### src/rtl/seg_dec_pkg.sv
// rtl/seg_dec_pkg.sv - shared 7-segment pattern and anode constants for display checkers
package seg_dec_pkg;

    // Active-high gfedcba patterns for hex digits 0..F
    localparam logic [6:0] SEG_0     = 7'h3F;
    localparam logic [6:0] SEG_1     = 7'h06;
    localparam logic [6:0] SEG_2     = 7'h5B;
    localparam logic [6:0] SEG_3     = 7'h4F;
    localparam logic [6:0] SEG_4     = 7'h66;
    localparam logic [6:0] SEG_5     = 7'h6D;
    localparam logic [6:0] SEG_6     = 7'h7D;
    localparam logic [6:0] SEG_7     = 7'h07;
    localparam logic [6:0] SEG_8     = 7'h7F;
    localparam logic [6:0] SEG_9     = 7'h6F;
    localparam logic [6:0] SEG_A     = 7'h77;
    localparam logic [6:0] SEG_B     = 7'h7C;
    localparam logic [6:0] SEG_C     = 7'h39;
    localparam logic [6:0] SEG_D     = 7'h5E;
    localparam logic [6:0] SEG_E     = 7'h79;
    localparam logic [6:0] SEG_F     = 7'h71;
    localparam logic [6:0] SEG_BLANK = 7'h00;

    localparam logic [3:0] AN_DIG0 = 4'he;
    localparam logic [3:0] AN_DIG1 = 4'hd;
    localparam logic [3:0] AN_DIG2 = 4'hb;
    localparam logic [3:0] AN_DIG3 = 4'h7;
    localparam logic [3:0] AN_IDLE = 4'hf;

    typedef struct packed {
        logic [3:0] value;
        logic       legal;
        logic       blank;
    } seg_dec_t;

    function automatic logic [6:0] seg_pattern(input logic [3:0] v);
        case (v)
            4'h0:    return SEG_0;
            4'h1:    return SEG_1;
            4'h2:    return SEG_2;
            4'h3:    return SEG_3;
            4'h4:    return SEG_4;
            4'h5:    return SEG_5;
            4'h6:    return SEG_6;
            4'h7:    return SEG_7;
            4'h8:    return SEG_8;
            4'h9:    return SEG_9;
            4'hA:    return SEG_A;
            4'hB:    return SEG_B;
            4'hC:    return SEG_C;
            4'hD:    return SEG_D;
            4'hE:    return SEG_E;
            default: return SEG_F;
        endcase
    endfunction

endpackage

### src/rtl/seg_pattern_decode.sv
// rtl/seg_pattern_decode.sv - combinational active-high segment pattern to {value, legal, blank}
module seg_pattern_decode
    import seg_dec_pkg::*;
(
    input  logic [6:0] pattern_i,
    output seg_dec_t   dec_o
);

    always_comb begin
        dec_o = '0;
        if (pattern_i == SEG_BLANK) begin
            dec_o.blank = 1'b1;
        end else begin
            for (int v = 0; v < 16; v++) begin
                if (pattern_i == seg_pattern(v[3:0])) begin
                    dec_o.value = v[3:0];
                    dec_o.legal = 1'b1;
                end
            end
        end
    end

endmodule

### src/rtl/seg_scan_decoder.sv
// rtl/seg_scan_decoder.sv - scanned 7-segment monitor; SEG_DEC_TIMEOUT_EN adds per-digit valid timeout
module seg_scan_decoder
    import seg_dec_pkg::*;
#(
    parameter int STABLE_CYCLES  = 16,
    parameter int TIMEOUT_CYCLES = 4000000
) (
    input  logic       clk,
    input  logic       rst,
    input  logic [3:0] anodes,
    input  logic [6:0] segs,
    input  logic       decimalPt,
    output logic [3:0] hex0,
    output logic [3:0] hex1,
    output logic [3:0] hex2,
    output logic [3:0] hex3,
    output logic [3:0] dp,
    output logic [3:0] digValid,
    output logic [3:0] blank,
    output logic       upd,
    output logic       segErr
);

    localparam int         SW          = $clog2(STABLE_CYCLES);
    localparam logic [SW-1:0] STABLE_LAST = SW'(STABLE_CYCLES - 1);
    localparam logic [11:0] IDLE_WORD  = {AN_IDLE, 7'h7f, 1'b1};

    if (STABLE_CYCLES < 2 || STABLE_CYCLES > 65535 || TIMEOUT_CYCLES < 2) begin : g_bad_param
        $error("seg_scan_decoder: parameter out of range");
    end

    logic [11:0]   sync1_q, sync2_q, prev_q, acc_word_q;
    logic [SW-1:0] cnt_q, cnt_d;
    logic          armed_q, armed_d;
    logic          accept_q, accept_d;

    always_comb begin
        cnt_d    = cnt_q;
        armed_d  = armed_q;
        accept_d = 1'b0;
        if (sync2_q != prev_q) begin
            cnt_d   = '0;
            armed_d = 1'b1;
        end else if (armed_q) begin
            // Counter saturates at the acceptance point; disarming prevents re-acceptance
            if (cnt_q == STABLE_LAST) begin
                accept_d = 1'b1;
                armed_d  = 1'b0;
            end else begin
                cnt_d = cnt_q + 1'b1;
            end
        end
    end

    logic [3:0] acc_an;
    logic [6:0] acc_seg;
    logic       acc_dp;
    seg_dec_t   dec;

    assign acc_an  = acc_word_q[11:8];
    assign acc_seg = ~acc_word_q[7:1];
    assign acc_dp  = ~acc_word_q[0];

    seg_pattern_decode u_pattern_decode (
        .pattern_i (acc_seg),
        .dec_o     (dec)
    );

    logic [3:0] hex_q [4];
    logic [3:0] hex_d [4];
    logic [3:0] dp_q, dp_d, valid_q, valid_d, blank_q, blank_d, seen_q, seen_d;
    logic       upd_q, upd_d, err_q, err_d;
    logic       dig_hit;
    logic [1:0] dig_idx;

`ifdef SEG_DEC_TIMEOUT_EN
    localparam int            TW       = $clog2(TIMEOUT_CYCLES);
    localparam logic [TW-1:0] TMO_LAST = TW'(TIMEOUT_CYCLES - 1);
    logic [TW-1:0] tmo_q [4];
    logic [TW-1:0] tmo_d [4];
`endif

    always_comb begin
        hex_d   = hex_q;
        dp_d    = dp_q;
        valid_d = valid_q;
        blank_d = blank_q;
        seen_d  = seen_q;
        upd_d   = 1'b0;
        err_d   = 1'b0;
        dig_hit = 1'b0;
        dig_idx = 2'd0;
        case (acc_an)
            AN_DIG0: begin dig_hit = 1'b1; dig_idx = 2'd0; end
            AN_DIG1: begin dig_hit = 1'b1; dig_idx = 2'd1; end
            AN_DIG2: begin dig_hit = 1'b1; dig_idx = 2'd2; end
            AN_DIG3: begin dig_hit = 1'b1; dig_idx = 2'd3; end
            default: ;
        endcase

`ifdef SEG_DEC_TIMEOUT_EN
        tmo_d = tmo_q;
        for (int n = 0; n < 4; n++) begin
            if (tmo_q[n] != '0) begin
                tmo_d[n] = tmo_q[n] - 1'b1;
            end
            if (tmo_q[n] == TW'(1)) begin
                valid_d[n] = 1'b0;
                upd_d      = 1'b1;
            end
        end
`endif

        // Acceptance is evaluated last so a refresh wins over a coincident timeout
        if (accept_q) begin
            if (dig_hit) begin
                if (dec.legal || dec.blank) begin
                    if (dec.legal) begin
                        hex_d[dig_idx] = dec.value;
                    end
                    blank_d[dig_idx] = dec.blank;
                    dp_d[dig_idx]    = acc_dp;
                    valid_d[dig_idx] = 1'b1;
                    seen_d[dig_idx]  = 1'b1;
                    upd_d = upd_d | !seen_q[dig_idx]
                          | (hex_d[dig_idx]   != hex_q[dig_idx])
                          | (dp_d[dig_idx]    != dp_q[dig_idx])
                          | (blank_d[dig_idx] != blank_q[dig_idx]);
`ifdef SEG_DEC_TIMEOUT_EN
                    tmo_d[dig_idx] = TMO_LAST;
`endif
                end else begin
                    err_d            = 1'b1;
                    valid_d[dig_idx] = 1'b0;
                end
            end else if (acc_an != AN_IDLE) begin
                err_d = 1'b1;
            end
        end
    end

    always_ff @(posedge clk) begin
        if (rst) begin
            sync1_q    <= IDLE_WORD;
            sync2_q    <= IDLE_WORD;
            prev_q     <= IDLE_WORD;
            acc_word_q <= IDLE_WORD;
            cnt_q      <= '0;
            armed_q    <= 1'b1;
            accept_q   <= 1'b0;
            hex_q      <= '{default: '0};
            dp_q       <= '0;
            valid_q    <= '0;
            blank_q    <= '0;
            seen_q     <= '0;
            upd_q      <= 1'b0;
            err_q      <= 1'b0;
`ifdef SEG_DEC_TIMEOUT_EN
            tmo_q      <= '{default: '0};
`endif
        end else begin
            sync1_q  <= {anodes, segs, decimalPt};
            sync2_q  <= sync1_q;
            prev_q   <= sync2_q;
            cnt_q    <= cnt_d;
            armed_q  <= armed_d;
            accept_q <= accept_d;
            if (accept_d) begin
                acc_word_q <= prev_q;
            end
            hex_q    <= hex_d;
            dp_q     <= dp_d;
            valid_q  <= valid_d;
            blank_q  <= blank_d;
            seen_q   <= seen_d;
            upd_q    <= upd_d;
            err_q    <= err_d;
`ifdef SEG_DEC_TIMEOUT_EN
            tmo_q    <= tmo_d;
`endif
        end
    end

    assign hex0     = hex_q[0];
    assign hex1     = hex_q[1];
    assign hex2     = hex_q[2];
    assign hex3     = hex_q[3];
    assign dp       = dp_q;
    assign digValid = valid_q;
    assign blank    = blank_q;
    assign upd      = upd_q;
    assign segErr   = err_q;

endmodule

### config.mk
export PLATFORM = sky130hd
export DESIGN_NAME = seg_scan_decoder
export DESIGN_NICKNAME = d
export VERILOG_FILES = /design/src/rtl/seg_dec_pkg.sv /design/src/rtl/seg_pattern_decode.sv /design/src/rtl/seg_scan_decoder.sv
export SDC_FILE = /design/constraint.sdc
export NUM_CORES = 1
export LEC_CHECK = 0
export CAP_MARGIN = 20
export CORE_ASPECT_RATIO = 0.9
export CORE_MARGIN = 2
export CORE_UTILIZATION = 50
export CTS_BUF_LIST = sky130_fd_sc_hd__clkbuf_16
export DETAILED_ROUTE_END_ITERATION = 16
export GPL_ROUTABILITY_DRIVEN = 1
export PLACE_DENSITY = 0.7
export SLEW_MARGIN = 40
export SYNTH_ARGS = -nofsm -noshare
export SYNTH_HDL_FRONTEND = slang
export SYNTH_SLANG_ARGS = --single-unit
### constraint.sdc
create_clock -name clk -period 5.7 [get_ports clk]
set_input_delay 0.57 -clock clk [delete_from_list [all_inputs] [get_ports clk]]
set_output_delay 0.57 -clock clk [all_outputs]
set_load 0.01 [all_outputs]
run_1/logic_types.png
Scale: 3 px per µm.
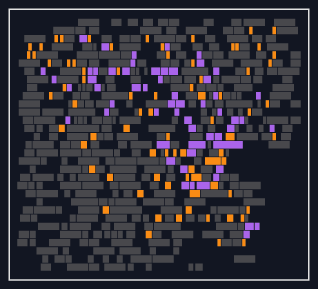
legend:
  purple:
    family: inverting AOI/OAI gates
    cells: 58
  orange:
    family: NOR gates
    cells: 77
    where: spread over the die
post-route insts no fill: 562
logic share of the area: 44.7%

run_1/clk_routes.png
Scale: 3 px per µm.
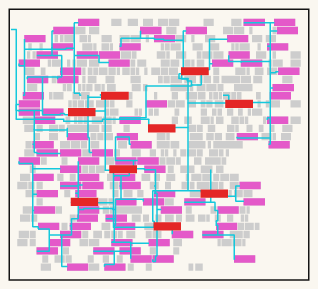
legend:
  red:
    item: clock drivers
    count: 9
  cyan:
    item: clock wires
    length: 1070 µm
  magenta:
    item: flip-flops
    count: 88
routed clock nets: 10

==> results.py, run 1 <==
# Flow results
metrics = {
    "outcome": {
        "status": "complete, no violations",
    },
    "power_and_ir_drop": {
        "clk-power_mw": 0.657,
        "total_power_mw": 1.32,
        "p_clk_share_pct": 49.8,
        "p_seq_mw": 0.630,
        "swShare_pct": 21.5,
        "power-top-group": "clock",
        "seq_power_share_pct": 47.7,
    },
    "logic_synthesis": {
        "synth_top_area_share_pct": 43.1,
        "top_logic_kind": "simple AND/OR/NAND/NOR gates",
        "ys_sh_adder_pct": 0.551,
        "ys_cells": 437,
        "syn-instance-count": 437,
        "simple_gate_share_pct": 26.2,
        "floorplan.nets": 452,
        "xor_share_pct": 5.35,
        "top_cells_by_area": "dfxtp_1 43%, or2_2 5.8%, mux2i_1 5.4%, nor2_1 4.5%, xor2_1 4.1%",
        "ys_types": 66,
        "synth-edff-count": 0,
        "mux_share_pct": 5.94,
        "aoi_share_pct": 14.5,
        "ys.flops": 88,
    },
    "setup_path": {
        "worstRegToRegCells": 8,
        "slowest_stage": "dfxtp_1",
        "cp_num_cells": 8,
        "crit_path_max_fanout": 16,
        "rr_startpoint": "acc_word_q[4]",
        "r2r_slack_ns": 2.84,
        "startpoint_type": "flop",
        "critical_path_class": "reg -> reg",
    },
    "finish": {
        "clock_area_share_pct": 6.92,
        "dominant_cells": "multi-input combinational cells",
        "seq_area_share_pct": 36.6,
        "syn_to_final_growth_pct": 17.7,
        "n_all_inverters": 1,
        "design_area_um2": 4810,
        "num-multi-input-gates": 313,
        "fillers": 721,
        "drive_above_1_share_pct": 16.0,
        "mostFrequentLayoutCell": "dfxtp_1",
        "final_cell_mix": "88 x dfxtp_1, 49 x nor2_1, 42 x clkdlybuf4s50_1",
        "n_clock_buffer": 9,
    },
    "clock_network": {
        "clk_pin_slew_ns": 0.07,
        "cts_resized": 0,
        "cts.sinks": 88,
        "cts_buffer_depth": 2,
        "cts_tree": "built",
        "cts_inserted_buffers": 9,
        "cts_root_buf": "clkbuf_16",
    },
    "final_timing": {
        "setup_viol": 0,
        "max_freq_mhz": 350,
        "hold_ws_ns": 0.408,
        "slew_headroom_pct": 49.8,
        "layout_min_cycle_time_ns": 2.86,
        "maxSlewViolCount": 0,
        "tns_ns": 0,
        "rsz0062_at_grt": "no",
    },
    "placed_design": {
        "dpl-instance-area_um2": 4480,
        "hpwlAfterDp_um": 5790,
        "portBuffers": 43,
    },
    "floorplanning": {
        "taps": 99,
        "fp_util_pct": 51.2,
        "chipArea_um2": 8920,
        "rows": 31,
        "core-area_um2": 7990,
    },
    "detailed_routing": {
        "ant_nets": 0,
        "vias": 3212,
        "drt_pass1_iterations": 4,
        "first_iter_violations": 164,
    },
    "global_route": {
        "grtUsageTotal_pct": 20.6,
        "grt_max_degree": 85,
        "antenna_found_initial": 0,
    },
    "hold_path": {
        "min-delay-start": "sync1_q[1]",
    },
    "job": {
        "warnings": 26,
    },
}
run_1/power_grid.png
Scale: 4 px per µm. Pins as bars on the die edge.
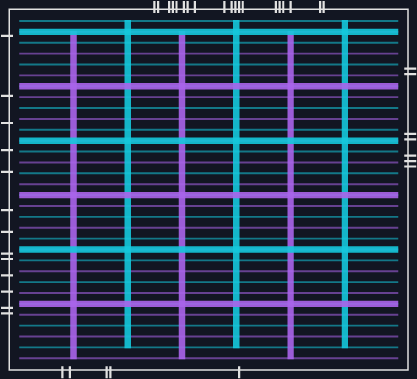
legend:
  cyan:
    net: VDD
  purple:
    net: VSS
signal pins: 44
met1 rails: 32

run_1/clocks.png
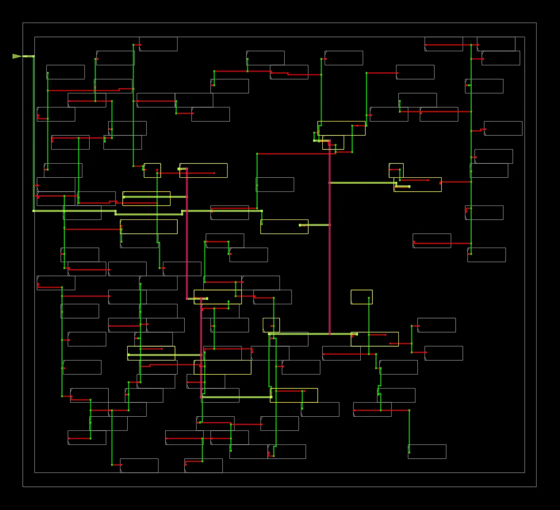
Latency at later pin: 0.35 ns
flip-flop and latch count: 88
final setup skew: 0.00911 ns

## run 1: state kept, by name (all words and copies together), names as in the netlist, named ones only
name        flops
acc_word_q     12
accept_q        1
armed_q         1
blank           4
cnt_q           4
dp              4
hex0            4
hex1            4
hex2            4
hex3            4
prev_q         12
seen_q          4
segErr          1
sync1_q        12
sync2_q        12
upd             1
## run 1: worst reg2reg max path, delay by kind of cell (launching register included)
family / cells / cell delay, ns
AND-OR/OR-AND: 1 / 0.46
AND/OR/NAND/NOR: 6 / 1.57
multiplexers: 1 / 0.20
flip-flops: 1 / 0.49
## run 1: routing by layer
metal	vias to the layer above	wire length [µm]	GRT usage (%)
met5	-	0	0
met4	0	110	6.51
met3	14	449	5.29
met2	86	3930	31.6
met1	1521	4280	28.3
li1	1591	-	-
==> run 2, diff against run 1 <==
- PLACE_DENSITY: 0.7 -> 0.73
- clock period: 5.7 -> 2.4 ns (I/O delays scaled with it)
run_2/clk_routes.png
Scale: 3 px per µm.
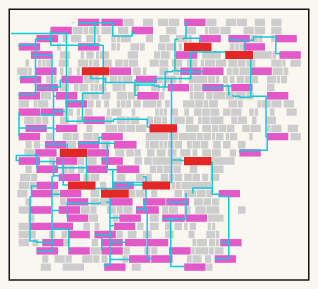
legend:
  red:
    item: clock drivers
    count: 9
  magenta:
    item: flip-flops
    count: 88
  cyan:
    item: clock wires
    length: 1020 µm
routed clock nets: 10
Clock power frac: 46.4%
Latency at later pin: 0.34 ns
P_clk: 1.37 mW

==> run 2 against run 1 <==
Clock power up 110%; clock skew about the same; sequential cell count is the same; final area grew 5.9%; non-clock buffer count is 29 higher; sequential share of layout area down 1.8 points; critical path depth grew 1; cell count grew 5.2%.
==> results.py, run 2 <==
# Flow results
metrics = {
    "outcome": {
        "status": "complete, no violations",
    },
    "finish": {
        "mostFrequentLayoutCell": "dfxtp_1",
        "syn_to_final_growth_pct": 24.5,
        "final_cell_mix": "80 x dfxtp_1, 47 x nor2_1, 42 x clkdlybuf4s50_1",
        "design_area_um2": 5090,
        "drive_above_1_share_pct": 25.2,
        "fillers": 647,
    },
    "job": {
        "warnings": 26,
    },
    "logic_synthesis": {
        "synth-edff-count": 0,
        "ys.flops": 88,
        "ys_sh_adder_pct": 0.551,
        "ys_types": 66,
        "simple_gate_share_pct": 26.2,
        "mux_share_pct": 5.94,
        "xor_share_pct": 5.35,
        "floorplan.nets": 452,
        "synth_top_cell_by_area": "dfxtp_1",
        "top_cells_by_area": "dfxtp_1 43%, or2_2 5.8%, mux2i_1 5.4%, nor2_1 4.5%, xor2_1 4.1%",
        "synth_top_area_share_pct": 43.1,
        "ys_cells": 437,
    },
    "floorplanning": {
        "fp_util_pct": 51.2,
        "chipArea_um2": 8920,
        "core-area_um2": 7990,
    },
    "final_timing": {
        "fin_skew_ns": 0.00932,
        "setup_viol": 0,
        "tns_ns": 0,
        "slew_headroom_pct": 51.4,
        "maxSlewViolCount": 0,
    },
    "clock_network": {
        "cts_inserted_buffers": 9,
        "clk_pin_slew_ns": 0.07,
        "cts_tree": "built",
        "cts_root_buf": "clkbuf_16",
        "cts.sinks": 88,
        "cts_resized": 6,
        "cts_buffer_depth": 2,
    },
    "global_route": {
        "grtUsageTotal_pct": 22.1,
        "use_met3_pct": 5.44,
        "grt_max_degree": 49,
        "gr-usage-met2_pct": 35.0,
        "antenna_found_initial": 0,
        "use_met1_pct": 30.4,
        "grt_most_used_layer": "met2",
    },
    "detailed_routing": {
        "ant_nets": 0,
        "first_iter_violations": 195,
        "drt_pass1_iterations": 5,
        "wl_met2_um": 4380,
        "vias": 3355,
        "drt_wl_total_um": 9460,
    },
    "placed_design": {
        "dpl-instance-area_um2": 4690,
        "hpwlAfterDp_um": 6490,
        "portBuffers": 43,
    },
    "power_and_ir_drop": {
        "total_power_mw": 2.94,
        "power-top-group": "registers",
        "p_seq_mw": 1.50,
        "swShare_pct": 23.2,
        "combinationalPowerShare_pct": 2.8,
        "seq_power_share_pct": 50.8,
    },
    "setup_path": {
        "worstRegToRegCells": 9,
        "r2r_slack_ns": 0.08,
        "startpoint_type": "flop",
        "rr_startpoint": "acc_word_q[5]",
        "crit_path_max_fanout": 11,
    },
    "hold_path": {
        "min-delay-start": "sync1_q[1]",
    },
}
run_2/logic_types.png
Scale: 3 px per µm.
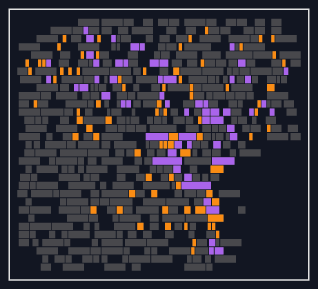
legend:
  purple:
    family: inverting AOI/OAI gates
    cells: 58
  orange:
    family: NOR gates
    cells: 77
    where: spread over the die

-- run 2: cell counts after synthesis --
No cell type changed its count.
-- run 2: critical path, cell delays in order, from the launching register on --
cell and delay (ns):
dfxtp_2 0.39, buf_4 0.17, or3_1 0.40, o32ai_4 0.17
a31oi_4 0.09, xnor2_1 0.15, a221oi_1 0.28, o21ai_0 0.15
a211oi_2 0.28, a31oi_1 0.11
-- run 2: layout make-up --
cell class / count / area [µm²] / area share, %
multi-input combinational: 313 / 2230 / 43.8
tap: 99 / 124 / 2.43
clock inverter: 7 / 65.1 / 1.28
clock buffer: 9 / 225 / 4.42
inverter: 1 / 3.75 / 0.0737
sequential: 88 / 1770 / 34.8
timing repair buffer: 74 / 671 / 13.2
Power figures rest on the tool's default switching activity, not on a simulated workload.
